### src/rtl/load_wb_unit.sv
// Load-completion and writeback stage: runs one word-aligned memory read per RV32I load,
// extracts and extends the addressed byte or halfword, and merges ALU writebacks onto one register-file port.
module load_wb_unit #(
  parameter int unsigned XLEN = 32,
  parameter int unsigned RA_W = 5
) (
  input  logic            clk,
  input  logic            rst,
  input  logic            req_valid,
  output logic            req_ready,
  input  logic [XLEN-1:0] req_addr,
  input  logic [2:0]      req_funct3,
  input  logic [RA_W-1:0] req_rd,
  output logic            mem_req,
  output logic [XLEN-1:0] mem_addr,
  input  logic            mem_ready,
  input  logic            mem_rvalid,
  input  logic [XLEN-1:0] mem_rdata,
  input  logic            alu_wb_valid,
  output logic            alu_wb_ready,
  input  logic [RA_W-1:0] alu_rd,
  input  logic [XLEN-1:0] alu_data,
  output logic [RA_W-1:0] rd_addr,
  output logic [XLEN-1:0] wr_data,
  output logic            wr_en,
  output logic            load_fault,
  output logic            busy
);

  localparam logic [2:0] F3_LB  = 3'b000;
  localparam logic [2:0] F3_LH  = 3'b001;
  localparam logic [2:0] F3_LW  = 3'b010;
  localparam logic [2:0] F3_LBU = 3'b100;
  localparam logic [2:0] F3_LHU = 3'b101;

  typedef enum logic [1:0] {
    S_IDLE = 2'd0,
    S_REQ  = 2'd1,
    S_WAIT = 2'd2
  } state_t;

  state_t          state, state_nxt;
  logic [1:0]      lat_off;
  logic [2:0]      lat_funct3;
  logic [RA_W-1:0] lat_rd;

  logic            accept;
  logic            fault;
  logic            load_done;
  logic            alu_fire;
  logic [7:0]      byte_sel;
  logic [15:0]     half_sel;
  logic [XLEN-1:0] load_result;

  // State register
  always_ff @(posedge clk or posedge rst) begin
    if (rst) state <= S_IDLE;
    else     state <= state_nxt;
  end

  // Next-state logic
  always_comb begin
    state_nxt = state;
    case (state)
      S_IDLE: if (accept && !fault) state_nxt = S_REQ;
      S_REQ:  if (mem_ready) state_nxt = S_WAIT;
      S_WAIT: if (mem_rvalid) state_nxt = S_IDLE;
      default: state_nxt = S_IDLE;
    endcase
  end

  // Combinational outputs and request decode
  always_comb begin
    req_ready    = 1'b0;
    busy         = 1'b1;
    alu_wb_ready = 1'b1;
    load_done    = 1'b0;
    fault        = 1'b0;
    case (state)
      S_IDLE: begin
        req_ready = 1'b1;
        busy      = 1'b0;
      end
      S_WAIT: begin
        load_done    = mem_rvalid;
        alu_wb_ready = !mem_rvalid;
      end
      default: ;
    endcase
    case (req_funct3)
      F3_LB, F3_LBU: fault = 1'b0;
      F3_LH, F3_LHU: fault = req_addr[0];
      F3_LW:         fault = (req_addr[1:0] != 2'b00);
      default:       fault = 1'b1;
    endcase
  end

  assign accept   = req_valid && req_ready;
  assign alu_fire = alu_wb_valid && alu_wb_ready;

  // Byte/halfword extraction from the latched offset
  always_comb begin
    case (lat_off)
      2'd0:    byte_sel = mem_rdata[7:0];
      2'd1:    byte_sel = mem_rdata[15:8];
      2'd2:    byte_sel = mem_rdata[23:16];
      default: byte_sel = mem_rdata[31:24];
    endcase
    half_sel = lat_off[1] ? mem_rdata[31:16] : mem_rdata[15:0];
    case (lat_funct3)
      F3_LB:   load_result = {{(XLEN-8){byte_sel[7]}}, byte_sel};
      F3_LBU:  load_result = {{(XLEN-8){1'b0}}, byte_sel};
      F3_LH:   load_result = {{(XLEN-16){half_sel[15]}}, half_sel};
      F3_LHU:  load_result = {{(XLEN-16){1'b0}}, half_sel};
      default: load_result = mem_rdata;
    endcase
  end

  // Latched request, memory port and writeback registers
  always_ff @(posedge clk or posedge rst) begin
    if (rst) begin
      lat_off    <= 2'b00;
      lat_funct3 <= 3'b000;
      lat_rd     <= '0;
      mem_req    <= 1'b0;
      mem_addr   <= '0;
      rd_addr    <= '0;
      wr_data    <= '0;
      wr_en      <= 1'b0;
      load_fault <= 1'b0;
    end else begin
      load_fault <= accept && fault;
      wr_en      <= 1'b0;
      if (accept && !fault) begin
        lat_off    <= req_addr[1:0];
        lat_funct3 <= req_funct3;
        lat_rd     <= req_rd;
        mem_req    <= 1'b1;
        mem_addr   <= {req_addr[XLEN-1:2], 2'b00};
      end else if (state == S_REQ && mem_ready) begin
        mem_req <= 1'b0;
      end
      // Load results win the port; the ALU is stalled by alu_wb_ready that cycle
      if (load_done) begin
        if (lat_rd != '0) begin
          wr_en   <= 1'b1;
          rd_addr <= lat_rd;
          wr_data <= load_result;
        end
      end else if (alu_fire && alu_rd != '0) begin
        wr_en   <= 1'b1;
        rd_addr <= alu_rd;
        wr_data <= alu_data;
      end
    end
  end

endmodule

### config.mk
export PLATFORM = sky130hd
export DESIGN_NAME = load_wb_unit
export DESIGN_NICKNAME = d
export VERILOG_FILES = /design/src/rtl/load_wb_unit.sv
export SDC_FILE = /design/constraint.sdc
export NUM_CORES = 1
export LEC_CHECK = 0
export CORE_UTILIZATION = 35
export DETAILED_ROUTE_END_ITERATION = 7
export PLACE_DENSITY = 0.7
export SKIP_CTS_REPAIR_TIMING = 1
export SLEW_MARGIN = 20
export SYNTH_ARGS = -nofsm -noshare
export SYNTH_HDL_FRONTEND = slang
export SYNTH_SLANG_ARGS = --single-unit
export TNS_END_PERCENT = 5
### constraint.sdc
create_clock -name clk -period 3 [get_ports clk]
set_clock_uncertainty 0.05 [all_clocks]
set_input_delay 0.6 -clock clk [delete_from_list [all_inputs] [get_ports clk]]
set_output_delay 0.6 -clock clk [all_outputs]
set_load 0.01 [all_outputs]
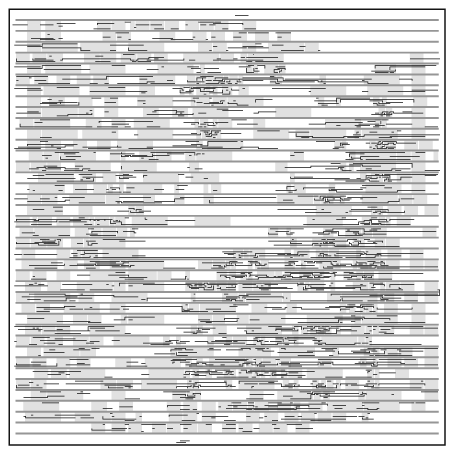
(signal wires on met1)
Scale: 4 px per um. Supply wires on this layer in grey. Cells faint in the background.
The wires run mostly horizontal. The layer holds 41% of the routed length. The layer carries 5,040 um of wire. 574 nets have wire on it. The longest straight run is 35.4 um.
met1 Usage GRT: 26.0%
final WL: 12,200 um
via count: 3,641

==> impl_metrics.yaml <==
# yosys + openroad results
cts:
  root_buffer: "clkbuf_16"
  clk_pin_slew_ps: 60
  cts_tree: "yes"
  htree_num_levels: 3
  cts_buffers: 9
final_timing:
  worstMarginPinSlew_ps: 903
  slew_viol_final: 0
  relSlewSlack_pct: 39.4
  max_freq_mhz: 399
  whs_ps: 440
  rsz0062_at_grt: "no"
  fin_tns_setup_ps: 0
  hold_viol_final: 0
floorplan:
  die-area_um2: 11800
  die-width_um: 109
  io_pins: 190
  die_h_um: 109
logic_synthesis:
  synth_seq_share_pct: 51.6
  synth_cell_types: 40
  edf_count: 0
  ys_cells: 384
  mappedNetlistArea_um2: 3980
  yosysWarnings: 0
pwr:
  leakage_nw: 2.58
  power_density_nw_per_um2: 769
cells_and_area:
  final_cell_mix: "clkdlybuf4s50_1 (187), dfrtp_1 (82), a21oi_1 (54), mux2_2 (46), nand2_1 (46)"
  fin_nets: 681
  final_common_cell: "clkdlybuf4s50_1"
  flop_area_um2: 2050
  areaGrowthSynthToFinish_pct: 56.8
  diodes: 0
  drive_gt1_share_pct: 14.4
status:
  status: "finished clean"
worst_hold_path:
  hp-class: "reg -> reg"
  hp-start: "wr_data[27]"
setup_path:
  end_kind: "output pin"
  required_ps: 2350
  critPathMaxStageDelay_ps: 550
  path_max_fanout: 2
  cp_slowest_cell: "clkdlybuf4s50_1"
  crit_type: "in -> out"
  cp-start-kind: "input port"
  cp-startpoint: "mem_rvalid"
global_route:
  grt_pass1_vias: 3772
route:
  drt_iter0_drc: 205
  ant_nets: 0
  wire_per_inst_um: 17.1
flow_run:
  warning_count: 26
placement:
  port_buffers: 187
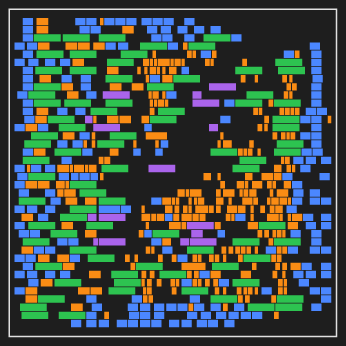
(cells coloured by class)
Scale: 3 px per um.
Key: flip-flops = green [cells 82, share of their area 34%]; clock drivers and dummy loads = purple [cells 16, share of their area 4.7%]; other buffers and delay cells = blue [cells 198, share of their area 32%]; all other logic = orange [cells 275, share of their area 29%]
Core Util, Final: 57.0%
Cell Rows: 38
CORE AREA: 10,900 um^2

[metal layers]
layer / wire length, um / track usage, % / up-vias
met3: 1170 / 6.27 / 4
met4: 40 / 4.92 / 0
met2: 5930 / 35.9 / 163
met5: 0 / 0 / -
li1: - / - / 1723
met1: 5040 / 26.0 / 1751
[kinds of logic after synthesis]
logic type / count (synthesis) / share of synthesized area [%]
and+or+nand+nor: 87 / 9.85
other: 1 / 0.0943
buffers and inverters: 36 / 5.19
muxes: 56 / 15.9
AOI/OAI and AO/OA: 122 / 17.4
DFF: 82 / 51.6
[critical path, delay by kind of cell]
family,cells,cell delay (ps)
simple gates,1,200
buf+inv,3,1060
[Yosys cell counts, drive strengths merged (4+ instances only)]
cell / n / area share [%]
dfrtp: 82 / 52
a21oi: 55 / 7.0
mux2: 46 / 13
nand2: 46 / 4.3
o21ai: 36 / 4.5
nor2: 27 / 3.0
buf: 15 / 3.2
clkbuf: 13 / 1.2
o211ai: 13 / 2.5
mux2i: 9 / 2.3
inv: 8 / 0.76
a31oi: 7 / 1.1
nand3: 4 / 0.50
[power breakdown]
group / total [W] / switching [W] / internal [W]
Clock: 0.00105 / 0.000475 / 0.000575
Combinational: 0.00195 / 0.000821 / 0.00113
Sequential: 0.00180 / 0.000313 / 0.00149
Total: 0.00480 / 0.00161 / 0.00319
[state kept, by name (all words and copies together), names as in the netlist]
name,flops
wr_data,32
mem_addr,30
lat_rd,5
rd_addr,5
lat_funct3,3
lat_off,2
state,2
load_fault,1
mem_req,1
wr_en,1
[cell type report]
| type | count | share of cell area [%] |
|---|---|---|
| well taps | 140 | 2.81 |
| clock buffers | 9 | 3.61 |
| repair buffers | 198 | 31.5 |
| clock inverters | 7 | 0.943 |
| flip-flops and latches | 82 | 32.9 |
| inverters | 8 | 0.502 |
| multi-input cells | 267 | 27.7 |
[stage by stage]
stage | area, um^2 | total power, W | std cells | setup WS [ps] | utilization, %
floorplan | 3980 | 0.00272 | 385 | 242 | -
global placement | 5950 | 0.00371 | 695 | 456 | 54.4
detailed placement | 5950 | 0.00376 | 695 | 428 | 54.4
CTS | 6240 | 0.00485 | 711 | 482 | 57.0
global route | 6240 | 0.00509 | 711 | 421 | 57.0
finish | 6240 | 0.00480 | 711 | 495 | 57.0
[final timing paths]
check | end | slack (ps) | depth (start not counted)
worst max-delay path | alu_wb_ready | 490 | 4
worst min-delay path | wr_data[27] | 440 | 2
worst max register to register | wr_data[6] | 710 | 4
worst min register to register | wr_data[27] | 440 | 2
max in group asynchronous | wr_data[25] | 1680 | 3
min in group asynchronous | mem_addr[20] | 540 | 2
No activity file was given, so power comes from the tool's default toggle rates.
